### config.mk
export PLATFORM = sky130hd
export DESIGN_NAME = frame_loader_flat
export DESIGN_NICKNAME = d
export VERILOG_FILES = /design/src/rtl/frame_loader_if.sv /design/src/rtl/frame_loader.sv /design/src/flat_wrapper.sv
export SDC_FILE = /design/constraint.sdc
export NUM_CORES = 1
export LEC_CHECK = 0
export CAP_MARGIN = 20
export CELL_PAD_IN_SITES_DETAIL_PLACEMENT = 1
export CELL_PAD_IN_SITES_GLOBAL_PLACEMENT = 2
export CORE_ASPECT_RATIO = 1.5
export CORE_UTILIZATION = 29
export CTS_BUF_LIST = sky130_fd_sc_hd__clkbuf_8 sky130_fd_sc_hd__clkbuf_16
export DETAILED_ROUTE_END_ITERATION = 6
export GPL_TIMING_DRIVEN = 0
export PLACE_DENSITY = 0.8
export SLEW_MARGIN = 10
export SYNTH_ARGS = -nofsm -noshare
export SYNTH_HDL_FRONTEND = slang
export SYNTH_SLANG_ARGS = --single-unit
### constraint.sdc
create_clock -name clk -period 1.6 [get_ports clk]
set_clock_uncertainty 0.05 [all_clocks]
set_input_delay 0.48 -clock clk [delete_from_list [all_inputs] [get_ports clk]]
set_output_delay 0.48 -clock clk [all_outputs]
set_load 0.01 [all_outputs]
### src/rtl/frame_loader_if.sv
// Byte-stream input and image-memory write port of the frame loader.
// The loader takes the slave side; the byte source / memory observer takes master.
interface frame_loader_if;
    logic [7:0]  rx_data;
    logic        rx_valid;
    logic        we;
    logic [15:0] waddr;
    logic [11:0] wdata;
    logic        busy;
    logic        frame_done;
    logic        err;

    modport master (
        output rx_data, rx_valid,
        input  we, waddr, wdata, busy, frame_done, err
    );

    modport slave (
        input  rx_data, rx_valid,
        output we, waddr, wdata, busy, frame_done, err
    );
endinterface

### src/rtl/frame_loader.sv
// Packs a sync-prefixed byte stream into 12-bit pixels and writes them
// sequentially into the image block memory, with format and idle-timeout aborts.
module frame_loader #(
    parameter int unsigned IMG_W     = 300,
    parameter int unsigned IMG_H     = 200,
    parameter logic [7:0]  SYNC_BYTE = 8'hA5,
    parameter int unsigned TIMEOUT   = 1_000_000
) (
    input  logic          clk,
    input  logic          reset,
    frame_loader_if.slave fl
);

    localparam int unsigned       NUM_PIX   = IMG_W * IMG_H;
    localparam logic [15:0]       LAST_PIX  = 16'(NUM_PIX - 1);
    localparam int unsigned       IDLE_W    = $clog2(TIMEOUT + 1);
    localparam logic [IDLE_W-1:0] IDLE_LAST = IDLE_W'(TIMEOUT - 1);

    typedef enum logic [1:0] {
        IDLE = 2'd0,
        HI   = 2'd1,
        LO   = 2'd2
    } state_e;

    state_e             state_q, state_d;
    logic [15:0]        pix_q, pix_d;
    logic [IDLE_W-1:0]  idle_q, idle_d;
    logic [3:0]         hi_nib_q, hi_nib_d;
    logic               we_q, we_d;
    logic [15:0]        waddr_q, waddr_d;
    logic [11:0]        wdata_q, wdata_d;
    logic               busy_q, busy_d;
    logic               done_q, done_d;
    logic               err_q, err_d;

    logic in_frame;
    logic timeout_hit;
    logic pix_last;
    logic hdr_bad;
    logic sync_seen;

    // A byte arriving on the TIMEOUT-th idle cycle wins, so the abort requires no strobe.
    assign in_frame    = (state_q != IDLE);
    assign timeout_hit = in_frame && !fl.rx_valid && (idle_q == IDLE_LAST);
    assign pix_last    = (pix_q == LAST_PIX);
    assign hdr_bad     = (fl.rx_data[7:4] != 4'h0);
    assign sync_seen   = fl.rx_valid && (fl.rx_data == SYNC_BYTE);

    always_ff @(posedge clk) begin
        if (reset) begin
            state_q <= IDLE;
        end else begin
            state_q <= state_d;
        end
    end

    always_comb begin
        state_d = state_q;
        unique case (state_q)
            IDLE: begin
                if (sync_seen) begin
                    state_d = HI;
                end
            end
            HI: begin
                if (fl.rx_valid) begin
                    state_d = hdr_bad ? IDLE : LO;
                end else if (timeout_hit) begin
                    state_d = IDLE;
                end
            end
            LO: begin
                if (fl.rx_valid) begin
                    state_d = pix_last ? IDLE : HI;
                end else if (timeout_hit) begin
                    state_d = IDLE;
                end
            end
            default: state_d = IDLE;
        endcase
    end

    always_comb begin
        pix_d    = pix_q;
        idle_d   = '0;
        hi_nib_d = hi_nib_q;
        we_d     = 1'b0;
        waddr_d  = waddr_q;
        wdata_d  = wdata_q;
        done_d   = 1'b0;
        err_d    = err_q;
        busy_d   = (state_d != IDLE);

        if (in_frame) begin
            idle_d = fl.rx_valid ? '0 : idle_q + 1'b1;
            if (timeout_hit) begin
                idle_d = '0;
                err_d  = 1'b1;
            end
        end

        unique case (state_q)
            IDLE: begin
                if (sync_seen) begin
                    pix_d = '0;
                    err_d = 1'b0;
                end
            end
            HI: begin
                if (fl.rx_valid) begin
                    if (hdr_bad) begin
                        err_d = 1'b1;
                    end else begin
                        hi_nib_d = fl.rx_data[3:0];
                    end
                end
            end
            LO: begin
                if (fl.rx_valid) begin
                    we_d    = 1'b1;
                    waddr_d = pix_q;
                    wdata_d = {hi_nib_q, fl.rx_data};
                    if (pix_last) begin
                        done_d = 1'b1;
                    end else begin
                        pix_d = pix_q + 16'd1;
                    end
                end
            end
            default: ;
        endcase
    end

    always_ff @(posedge clk) begin
        if (reset) begin
            pix_q    <= '0;
            idle_q   <= '0;
            hi_nib_q <= '0;
            we_q     <= 1'b0;
            waddr_q  <= '0;
            wdata_q  <= '0;
            busy_q   <= 1'b0;
            done_q   <= 1'b0;
            err_q    <= 1'b0;
        end else begin
            pix_q    <= pix_d;
            idle_q   <= idle_d;
            hi_nib_q <= hi_nib_d;
            we_q     <= we_d;
            waddr_q  <= waddr_d;
            wdata_q  <= wdata_d;
            busy_q   <= busy_d;
            done_q   <= done_d;
            err_q    <= err_d;
        end
    end

    assign fl.we         = we_q;
    assign fl.waddr      = waddr_q;
    assign fl.wdata      = wdata_q;
    assign fl.busy       = busy_q;
    assign fl.frame_done = done_q;
    assign fl.err        = err_q;

endmodule

### src/flat_wrapper.sv
// flat-port wrapper written by rule: the top's interface ports become plain ports
module frame_loader_flat 
#(
    parameter int unsigned IMG_W     = 300,
    parameter int unsigned IMG_H     = 200,
    parameter logic [7:0]  SYNC_BYTE = 8'hA5,
    parameter int unsigned TIMEOUT   = 1_000_000
)
  (clk, reset, fl_rx_data, fl_rx_valid, fl_we, fl_waddr, fl_wdata, fl_busy, fl_frame_done, fl_err);
  frame_loader_if fl_i ();
  input  logic clk;
  input  logic reset;
  input wire logic [$bits(fl_i.rx_data)-1:0] fl_rx_data;
  input wire logic [$bits(fl_i.rx_valid)-1:0] fl_rx_valid;
  output wire logic [$bits(fl_i.we)-1:0] fl_we;
  output wire logic [$bits(fl_i.waddr)-1:0] fl_waddr;
  output wire logic [$bits(fl_i.wdata)-1:0] fl_wdata;
  output wire logic [$bits(fl_i.busy)-1:0] fl_busy;
  output wire logic [$bits(fl_i.frame_done)-1:0] fl_frame_done;
  output wire logic [$bits(fl_i.err)-1:0] fl_err;
  assign fl_i.rx_data = fl_rx_data;
  assign fl_i.rx_valid = fl_rx_valid;
  assign fl_we = fl_i.we;
  assign fl_waddr = fl_i.waddr;
  assign fl_wdata = fl_i.wdata;
  assign fl_busy = fl_i.busy;
  assign fl_frame_done = fl_i.frame_done;
  assign fl_err = fl_i.err;
  frame_loader #(.IMG_W(IMG_W), .IMG_H(IMG_H), .SYNC_BYTE(SYNC_BYTE), .TIMEOUT(TIMEOUT)) u_core (.clk(clk), .reset(reset), .fl(fl_i));
endmodule
**Run 1: cell outlines without signal wires**

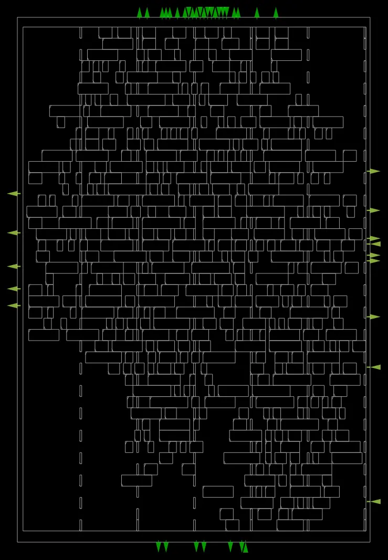
Core ar.: 10200 um^2
filler cell count in the final layout: 1153
Seq area share: 32.4%
Util after Layout: 45.7%

**Run 1: placement by cell class**

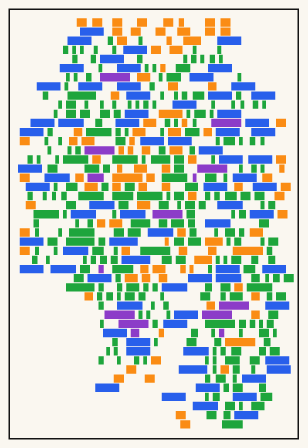
class	color	cells
registers	blue	74
clock drivers and dummy loads	purple	14
remaining buffers and delay cells	orange	97
remaining logic cells	green	265
# rows: 45
fin area: 4660 um^2

**Run 1: cell density map**

The die is cut into 9 by 13 equal tiles; white is low, dark blue is high, 0 to 100% covered.
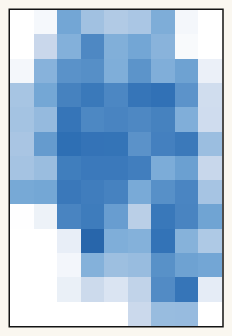
fullest tile	78%
emptiest ninth of the die	south-west
densest ninth of the die	center
Starting Density: 29.9%

**Run 1: sequential cells colored by netlist name**

Bar = 20 um. Other sequential cells in the stronger gray, the rest of the logic in the fainter gray.
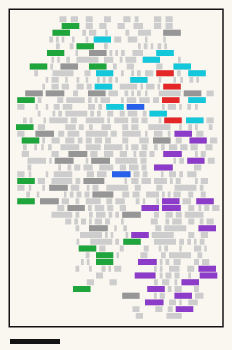
name in the netlist	color	sequential cells
`u_core.fl.waddr`	green	16
`u_core.idle_q`	purple	20
`u_core.fl.wdata`	cyan	12
`u_core.state_q`	blue	2
`u_core.hi_nib_q`	red	4

==> run_results.csv, run 1 <==
group,metric,value,unit
synthesis,synth-main-ff-cell,"dfxtp_1",
status,violations,"setup timing",
drt,vias_per_cell,4.92,
critical_path,r2r_cells,7,
hold_path,worstHoldStart,"fl_rx_data[1]",
sta,fin_crit_sh,116,%
synthesis,yosys.area.top_type,"dfxtp_1",
layout,nonClkBufAreaFrac,18.8,%
synthesis,synth.logic.top_family,"simple AND/OR/NAND/NOR gates",
critical_path,max_stage_delay,380,ps
sta,hold_viol,0,
clock_network,root_buffer,"clkbuf_16",
synthesis,syn_nets,367,
hold_path,whs_path_depth,3,
critical_path,crit_chain,"ha_4 -> nand2_4 -> or2_4 -> nor4_4 -> or3_4 -> clkbuf_16 -> nor2_1",
clock_network,cts.htree.levels,3,
synthesis,xor_share,8.06,%
critical_path,r2r_start,"u_core.idle_q[0]$_SDFF_PP0_",
layout,logic_gate_count,260,
critical_path,critical_path_buf_inv_count,1,
synthesis,mux_area_share,1.32,%
layout,comb_share,38.9,%
critical_path,path_class,"flop to flop",
critical_path,crit_path_start,"u_core.idle_q[0]$_SDFF_PP0_",
synthesis,aoi_share,9.62,%
global_routing,first_global_vias,2982,
placed_design,dp_slack,-1020,ps
layout,clockNetworkAreaShare,5.59,%
sta,setup_ws,-256,ps
layout,register_area,1510,um^2
placed_design,placed_area,3670,um^2
die,die_w,85.7,um
sta,grt_setup_unrepaired,"true",
drt,vias,2906,
die,num_tap_cells,141,
layout,seq_cell_count,74,
layout,area_delta_synth_final,53.0,%
synthesis,async_flop_share,0,%
synthesis,top_cell_area_share,48.7,%
die,die-height,127,um
sta,final-setup-viol-count,36,
layout,logic_area,1810,um^2
critical_path,rrSetupSlack,-260,ps
power,p_per_area,803,nW/um^2
synthesis,synth-simple-area-share,28.4,%
layout,nClkBuffers,10,
global_routing,busiest_layer,"met2",
sta,fmax,539,MHz
synthesis,synthesis.area,3040,um^2
sta,period_needed,1860,ps
synthesis,ys_chip_area,3040,um^2
drt,routed_wl,9870,um
placed_design,post-dp-hpwl,6110,um
global_routing,grt_use_met1,19.1,%
drt,drt-initial-drc-count,81,
global_routing,antenna_found_initial,0,
hold_path,hold_class,"primary input to flop",
status,status,"finished, violations left",
drt,ant_nets,0,
layout,drive_gt1_share,32.9,%
synthesis,yosysUniqueCellTypes,41,
global_routing,met3_usage,3.17,%
layout,largest_class,"logic gates",
power,p_leak,1.85,nW
global_routing,grt_pass1_wl,15100,um
synthesis,synthTopCellsByArea,"dfxtp_1 (49%), nand2_1 (8.4%), a21oi_1 (6.1%)",
critical_path,cp_num_cells,7,
synthesis,edf_count,0,
global_routing,grt.overflow.total,0,
drt,first_pass_iters,6,
clock_network,clock_latency,330,ps
drt,wl_per_cell,16.7,um
clock_network,clk_path_buf_depth,2,
drt,drc_errors,0,
placed_design,post-place-cells,536,
synthesis,ys.flops,74,
global_routing,grt_util_met2,34.4,%
layout,finalNonFillerCells,591,
clock_network,clk_pin_slew_worst_paths,60,ps
critical_path,cp-start-kind,"flop",
global_routing,grt.total_usage,17.8,%
job,max_cap_violations,0,
critical_path,critPathTopFamily,"simple AND/OR/NAND/NOR gates",
synthesis,synth_stat.cells,354,
clock_network,cts.sink_count,74,
global_routing,grt_max_degree,12,
hold_path,whs_endpoint,"u_core.hi_nib_q[1]$_SDFFE_PP0P_",
critical_path,worstPathMaxFanout,5,
synthesis,synthTopCellsByCount,"dfxtp_1 (74), nand2_1 (68), nor2_1 (39), a21oi_1 (37), xnor2_1 (15)",
placed_design,numPortBuffers,41,
layout,insertedDiodeCount,0,
critical_path,cp-endpoint,"u_core.idle_q[16]$_SDFF_PP0_",
critical_path,worstPathArrival,2020,ps
layout,n_all_inverters,5,
job,warnings,29,
synthesis,ys_seq_share,48.7,%
sta,max_slew_margin,62.8,%
critical_path,cp_slowest_cell,"nor4_4",
synthesis,synth_area_per_cell,8.60,um^2
clock_network,numCtsBuffers,9,
sta,slew_viol_final,0,
critical_path,worstPathRequired,1770,ps
layout,fin_nets,460,
synthesis,synthCells,354,
critical_path,cp-end-kind,"flop",
synthesis,top_cell,"dfxtp_1",
die,dieArea,10900,um^2
die,io_pins,43,
sta,worstMarginPinSlew,558,ps
layout,n_all_buffers,97,
synthesis,yosysWarnings,0,
placed_design,gp_congestion,0.767,
synthesis,ys_sh_adder,0.822,%
power,vdd_drop_max,515,uV
clock_network,cts_tree,"yes",
critical_path,r2r_end,"u_core.idle_q[16]$_SDFF_PP0_",
## run 1: per-layer routing
layer  vias up  routed length (um)
li1       1406                   -
met1      1453                3970
met2        40                5600
met3         7                 203
met4         0                 104
met5         -                   0
## run 1: repair_timing
item,4_1_cts,5_1_grt
setup buffers,27,12
gates resized,125,57
pin swaps,35,27
gates cloned,2,2
hold buffers,0,0
endpoints found under the setup margin,106,56
## run 1: state kept, by name, indices dropped and copies added, names as in the netlist
name and flops:
u_core.fl.busy 1, u_core.fl.we 1, u_core.state_q 2, u_core.pix_q 16
u_core.idle_q 20, u_core.fl.wdata 12, u_core.hi_nib_q 4, u_core.fl.err 1
u_core.fl.frame_done 1, u_core.fl.waddr 16
## run 1: where the power goes
| part | total, mW | leakage [nW] | switching (mW) | internal [mW] |
|---|---|---|---|---|
| registers | 1.84 | 0.606 | 0.000166 | 1.84 |
| clock network | 1.80 | 0.131 | 0.742 | 1.06 |
| logic | 0.0989 | 1.11 | 0.0578 | 0.0411 |
| total | 3.74 | 1.85 | 0.800 | 2.94 |
## run 1: placed cells by master (no fill, tap or decap), drive strengths merged, types with 2 or more instances in the layout
master and instances:
nor3 5, clkbuf 23, nand2 68, xnor2 15
a21oi 37, buf 51, ha 2, xor2 13
o21ai 7, nand4 10, or4 2, and2 2
dfxtp 74, nand3 14, dlygate4sd2 32, clkinv 2
nor4b 4, and4bb 3, or3 7, and3 2
nor4 10, inv 6, and4 2, mux2i 4
nor2 39
## run 1: metrics by stage
stage	total power [mW]	utilization (%)	TNS [ps]	hold slack, ps
after floorplan	1.91	-	-1540	357
after global placement	1.96	36.0	-45310	371
after detailed placement	1.96	36.0	-48360	379
after CTS	3.76	42.9	-5050	361
after global routing	3.87	45.7	-8640	349
final	3.74	45.7	-6680	344
**Run 1: signal wires on met3**

Bar = 20 um.
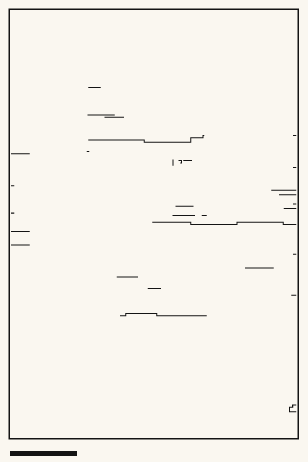

==> run 1 -> run 2 <==
--- a/config.mk
+++ b/config.mk
@@ -9,11 +9,11 @@
 export CELL_PAD_IN_SITES_DETAIL_PLACEMENT = 1
 export CELL_PAD_IN_SITES_GLOBAL_PLACEMENT = 2
 export CORE_ASPECT_RATIO = 1.5
-export CORE_UTILIZATION = 29
+export CORE_UTILIZATION = 35
 export CTS_BUF_LIST = sky130_fd_sc_hd__clkbuf_8 sky130_fd_sc_hd__clkbuf_16
 export DETAILED_ROUTE_END_ITERATION = 6
 export GPL_TIMING_DRIVEN = 0
-export PLACE_DENSITY = 0.8
+export PLACE_DENSITY = 0.9
 export SLEW_MARGIN = 10
 export SYNTH_ARGS = -nofsm -noshare
 export SYNTH_HDL_FRONTEND = slang
==> constraint.sdc (replaced) <==
create_clock -name clk -period 2.2 [get_ports clk]
set_clock_uncertainty 0.05 [all_clocks]
set_input_delay 0.66 -clock clk [delete_from_list [all_inputs] [get_ports clk]]
set_output_delay 0.66 -clock clk [all_outputs]
set_load 0.01 [all_outputs]
**Run 2: signal wires on met3**

Bar = 20 um.
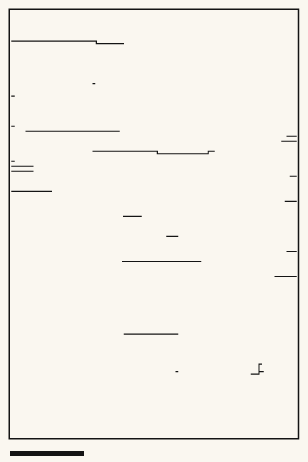
share of all routed wire	2.2%
wire length on this layer	185 um
nets with wire on the layer	16
final wirelength: 8590 um
detailed-route via count: 2675
GR Layer Usage met3: 3.83%

**Run 2: sequential cells colored by netlist name**

Bar = 20 um. Other sequential cells in the stronger gray, the rest of the logic in the fainter gray.
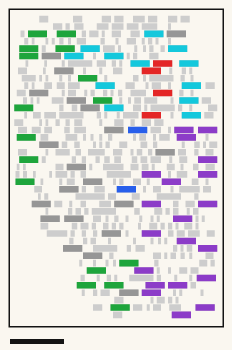
name in the netlist	color	sequential cells
`u_core.hi_nib_q`	red	4
`u_core.state_q`	blue	2
`u_core.fl.wdata`	cyan	12
`u_core.fl.waddr`	green	16
`u_core.idle_q`	purple	20
not colored	20
P_seq: 1.34 mW
Seq area share: 36.8%
Util after Layout: 47.9%
Reg area: 1480 um^2

==> run 2 against run 1 <==
Against the previous run:
- the flow now finishes without violations
- via count fell by 7.9%
- clock-buffer cell count stayed put
- synthesized area did not move
- non-clock buffer count down 39
- combinational power shrank 42%
- sequential power down 27%
- final area fell by 14%
- hold slack better by 64 ps
- flip-flop count unchanged
- setup slack improved by 290 ps
- largest cell class unchanged
- largest power group is now clock
==> run_results.csv, run 2 <==
group,metric,value,unit
synthesis,yosysWarnings,0,
sta,worstMarginPinSlew,653,ps
die,die_w,78.1,um
synthesis,top_cell_area_share,48.7,%
sta,fin_crit_sh,98.6,%
power,clk-power,1.45,mW
sta,period_needed,2170,ps
synthesis,synthesis.area,3040,um^2
sta,max_slew_margin,56.1,%
global_routing,grt_pass1_wl,14000,um
power,p_sw,0.587,mW
layout,layout.cells.most_common,"dfxtp_1",
drt,vias_per_cell,5.14,
placed_design,dp_slack,-457,ps
power,comb_power_share,2.0,%
drt,first_pass_iters,4,
global_routing,grt_max_degree,13,
synthesis,synth-main-ff-cell,"dfxtp_1",
synthesis,synth_area_per_cell,8.60,um^2
layout,lay_top_cells,"dfxtp_1 (74), nand2_1 (68), nor2_1 (39)",
critical_path,cp-start-kind,"primary input",
global_routing,grt.overflow.total,0,
power,seqPwrFrac,47.1,%
synthesis,synthTopCellsByCount,"dfxtp_1 (74), nand2_1 (68), nor2_1 (39), a21oi_1 (37), xnor2_1 (15)",
job,max_cap_violations,0,
power,vdd_drop_max,394,uV
die,initCoreUtil,36.2,%
critical_path,worstPathMaxFanout,10,
layout,insertedDiodeCount,0,
power,p_per_area,707,nW/um^2
sta,fin_tns_setup,0,ps
clock_network,hold_buffers,0,
placed_design,gp_congestion,0.808,
placed_design,placed_area,3590,um^2
synthesis,top_cell,"dfxtp_1",
global_routing,first_global_vias,2811,
synthesis,yosysUniqueCellTypes,41,
synthesis,ys_chip_area,3040,um^2
clock_network,cts_tree,"yes",
power,swShare,20.6,%
critical_path,cp-end-kind,"flop",
power,power_leader,"clock",
die,io_pins,43,
critical_path,worstPathRequired,2410,ps
status,status,"complete, no violations",
placed_design,post-place-cells,502,
synthesis,syn_nets,367,
synthesis,synth_stat.cells,354,
critical_path,r2r_cells,7,
die,dieArea,9080,um^2
hold_path,whs_path_depth,2,
clock_network,clk_path_buf_depth,2,
power,pg_comb,0.0569,mW
drt,drc_errors,0,
clock_network,clock_latency,330,ps
critical_path,worstPathArrival,2380,ps
power,finalPower,2.85,mW
clock_network,cts.htree.levels,3,
sta,slew_viol_final,0,
global_routing,antenna_found_initial,0,
layout,largest_register_ffs,20,
layout,finalNonFillerCells,520,
run 2: cell counts after synthesis:
Identical to the previous run, type by type.
run 2: cell type report:
cell class / count / share of cell area [%]
Clock inverter: 6 / 1.43
Clock buffer: 10 / 5.94
Sequential cell: 74 / 36.8
Timing Repair Buffer: 43 / 10.9
Buffer: 15 / 2.14
Inverter: 5 / 0.466
Tap cell: 107 / 3.33
Multi-Input combinational cell: 260 / 39.0
run 2: repair_timing:
item,CTS,global route
buffers inserted,2,0
pin swaps,1,3
setup endpoints to repair,23,37
gates resized,16,12
run 2: cells by family (layout without fill, tap and decap cells):
logic type      Yosys count  after routing  synth area share, %
xor+xnor                 28             28                 8.06
compound gates           52             52                 9.62
simple gates            174            174                 28.4
fa+ha+maj                 2              2                0.822
mux                       4              4                 1.32
flops                    74             74                 48.7
buf+inv                  20             79                 3.08
run 2: final timing paths:
kind	slack [ps]	from	end
max	30	fl_rx_data[7]	u_core.pix_q[4]$_SDFFE_PP0P_
min	410	u_core.fl.wdata[9]$_SDFFE_PP0P_	u_core.fl.wdata[9]$_SDFFE_PP0P_
max reg2reg	140	u_core.pix_q[0]$_SDFFE_PP0P_	u_core.pix_q[0]$_SDFFE_PP0P_
min reg2reg	410	u_core.fl.wdata[9]$_SDFFE_PP0P_	u_core.fl.wdata[9]$_SDFFE_PP0P_
run 2: layer usage:
layer  track usage [%]  routed length (um)  part of all wire, %  vias to the layer above
li1                  -                   -                    -                     1323
met1              20.7                3370                   39                     1317
met2              39.1                4910                   57                       26
met3              3.83                 184                  2.1                        9
met4              7.65                 124                  1.4                        0
met5                 0                   0                    0                        -
run 2: worst max-delay path, cell delays in order:
cell,delay (ps)
clkdlybuf4s50_1,530
and4bb_4,320
a21o_1,160
o211ai_4,110
buf_6,160
or3_1,300
a21oi_1,140
==> run 2 -> run 3 <==
--- a/config.mk
+++ b/config.mk
@@ -8,7 +8,6 @@
 export CAP_MARGIN = 20
 export CELL_PAD_IN_SITES_DETAIL_PLACEMENT = 1
 export CELL_PAD_IN_SITES_GLOBAL_PLACEMENT = 2
-export CORE_ASPECT_RATIO = 1.5
 export CORE_UTILIZATION = 35
 export CTS_BUF_LIST = sky130_fd_sc_hd__clkbuf_8 sky130_fd_sc_hd__clkbuf_16
 export DETAILED_ROUTE_END_ITERATION = 6
**Run 3: signal wires on met3**

Bar = 20 um.
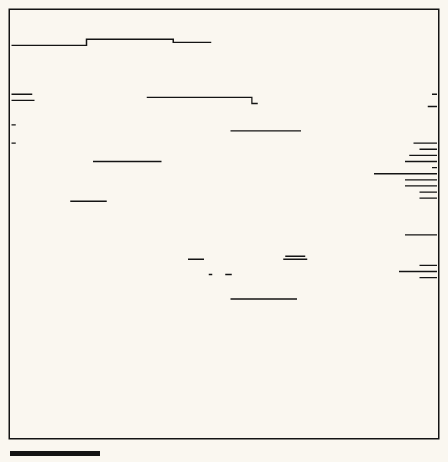
share of all routed wire	3.0%
nets with wire on the layer	26
detailed-route via count: 2630
GR Layer Usage met3: 5.10%
final wirelength: 7590 um

**Run 3: cell density map**

The die is cut into 10 by 10 equal tiles; white is low, dark blue is high, 0 to 100% covered.
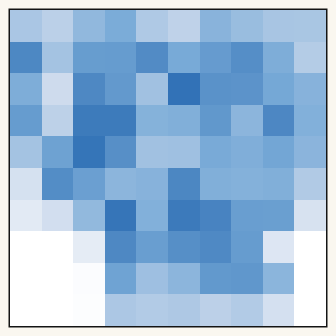
emptiest ninth of the die	south-west
fullest tile	73%
mean over tiles	42%
nearly empty tiles	11%

==> run 3 against run 2 <==
Against the previous run:
- hold slack improved by 0.63 ps
- synthesized area unchanged
- flip-flop count unchanged
- combinational power decreased by 1%
- routed wire length decreased by 12%
- sequential power about the same
- clock power decreased by 19%
- highest routed layer unchanged
==> run_results.csv, run 3 <==
group,metric,value,unit
status,status,"complete, no violations",
sta,fin_tns_setup,0,ps
placed_design,gp_congestion,0.750,
hold_path,whs_path_depth,2,
power,p_per_area,657,nW/um^2
critical_path,cp-endpoint,"u_core.pix_q[4]$_SDFFE_PP0P_",
sta,worstMarginPinSlew,737,ps
synthesis,top_cell,"dfxtp_1",
clock_network,clock_latency,350,ps
drt,wl_met1,3730,um
critical_path,r2r_end,"u_core.pix_q[0]$_SDFFE_PP0P_",
drt,topRoutingLayerUsed,"met4",
sta,slew_viol_final,0,
synthesis,synth_stat.cells,354,
layout,finalNonFillerCells,518,
layout,largest_register_ffs,20,
die,io_pins,43,
die,initCoreUtil,36.7,%
clock_network,cts.htree.levels,3,
synthesis,synth_area_per_cell,8.60,um^2
hold_path,worstHoldStart,"u_core.fl.waddr[4]$_SDFFE_PP0P_",
critical_path,worstPathArrival,2400,ps
critical_path,crit_path_start,"fl_rx_data[3]",
critical_path,worstPathMaxFanout,10,
clock_network,hold_buffers,0,
drt,drc_errors,0,
critical_path,cp-end-kind,"flop",
global_routing,grt.overflow.total,0,
clock_network,cts_tree,"yes",
clock_network,clk_path_buf_depth,2,
synthesis,synthTopCellsByCount,"dfxtp_1 (74), nand2_1 (68), nor2_1 (39), a21oi_1 (37), xnor2_1 (15)",
power,vdd_drop_max,362,uV
sta,fmax,461,MHz
global_routing,grt_pass1_wl,12300,um
sta,period_needed,2170,ps
die,die_w,95.3,um
placed_design,dp_slack,-491,ps
critical_path,r2r_cells,6,
layout,layout.cells.most_common,"dfxtp_1",
placed_design,numPortBuffers,41,
job,max_cap_violations,0,
global_routing,grt_max_degree,14,
critical_path,worstPathRequired,2430,ps
die,dieArea,9070,um^2
critical_path,r2r_start,"u_core.pix_q[7]$_SDFFE_PP0P_",
synthesis,ys_chip_area,3040,um^2
synthesis,synthesis.area,3040,um^2
global_routing,antenna_found_initial,0,
drt,dr_wl_met3,229,um
placed_design,post-place-cells,500,
synthesis,synth-main-ff-cell,"dfxtp_1",
drt,wl_met2,3520,um
synthesis,yosysWarnings,0,
layout,lay_top_cells,"dfxtp_1 (74), nand2_1 (68), clkdlybuf4s50_1 (41)",
power,finalPower,2.56,mW
sta,fin_crit_sh,98.6,%
global_routing,first_global_vias,2485,
layout,insertedDiodeCount,0,
critical_path,rrSetupSlack,160,ps
drt,vias_per_cell,5.08,
drt,first_pass_iters,4,
synthesis,top_cell_area_share,48.7,%
hold_path,whs_endpoint,"u_core.fl.waddr[4]$_SDFFE_PP0P_",
critical_path,cp-start-kind,"primary input",
synthesis,yosysUniqueCellTypes,41,
sta,max_slew_margin,50.4,%
-- run 3: cell counts after synthesis --
Identical to the previous run, type by type.
-- run 3: cell families after synthesis --
group / after synthesis / synth area share (%)
xor+xnor: 28 / 8.06
simple gates: 174 / 28.4
flops: 74 / 48.7
mux: 4 / 1.32
compound gates: 52 / 9.62
fa+ha+maj: 2 / 0.822
buf+inv: 20 / 3.08
-- run 3: report_power, final --
group | internal, mW | switching (mW) | total (mW)
Combinational | 0.0230 | 0.0332 | 0.0561
Clock | 0.636 | 0.533 | 1.17
Sequential | 1.34 | 0.000129 | 1.34
-- run 3: cell type report --
cell class,instances,area [um^2]
flip-flops and latches,74,1480
repair buffers,44,433
clock inverters,6,92.6
plain buffers,15,88.8
well taps,105,131
multi-input cells,260,1530
fillers,980,4400
clock buffers,9,124
inverters,5,18.8
-- run 3: stage by stage --
stage	instance area, um^2	util (%)
2_1_floorplan	3040	-
3_3_place_gp	3590	43.2
3_5_place_dp	3590	43.2
4_1_cts	3830	46.1
5_1_grt	3900	47.0
6_report	3900	47.0
-- run 3: worst max-delay path, cell delays in order --
cell and delay [ps]:
clkdlybuf4s50_1 450, and4bb_2 380, a21o_1 140, o211ai_2 140, buf_6 190, or3_1 300, a21oi_1 130
-- run 3: repair_timing --
action                                  in CTS  in global routing
buffers inserted                             1                  2
gates resized                                6                 13
endpoints found under the setup margin      19                 33
endpoints found under the hold margin        0                  0
pin swaps                                    1                  4
-- run 3: metal layers --
layer	up-vias	global-route usage (%)
met1	1259	23.4
met5	-	0
li1	1328	-
met3	7	5.10
met4	0	5.68
met2	36	28.3
Power figures rest on the tool's default switching activity, not on a simulated workload.
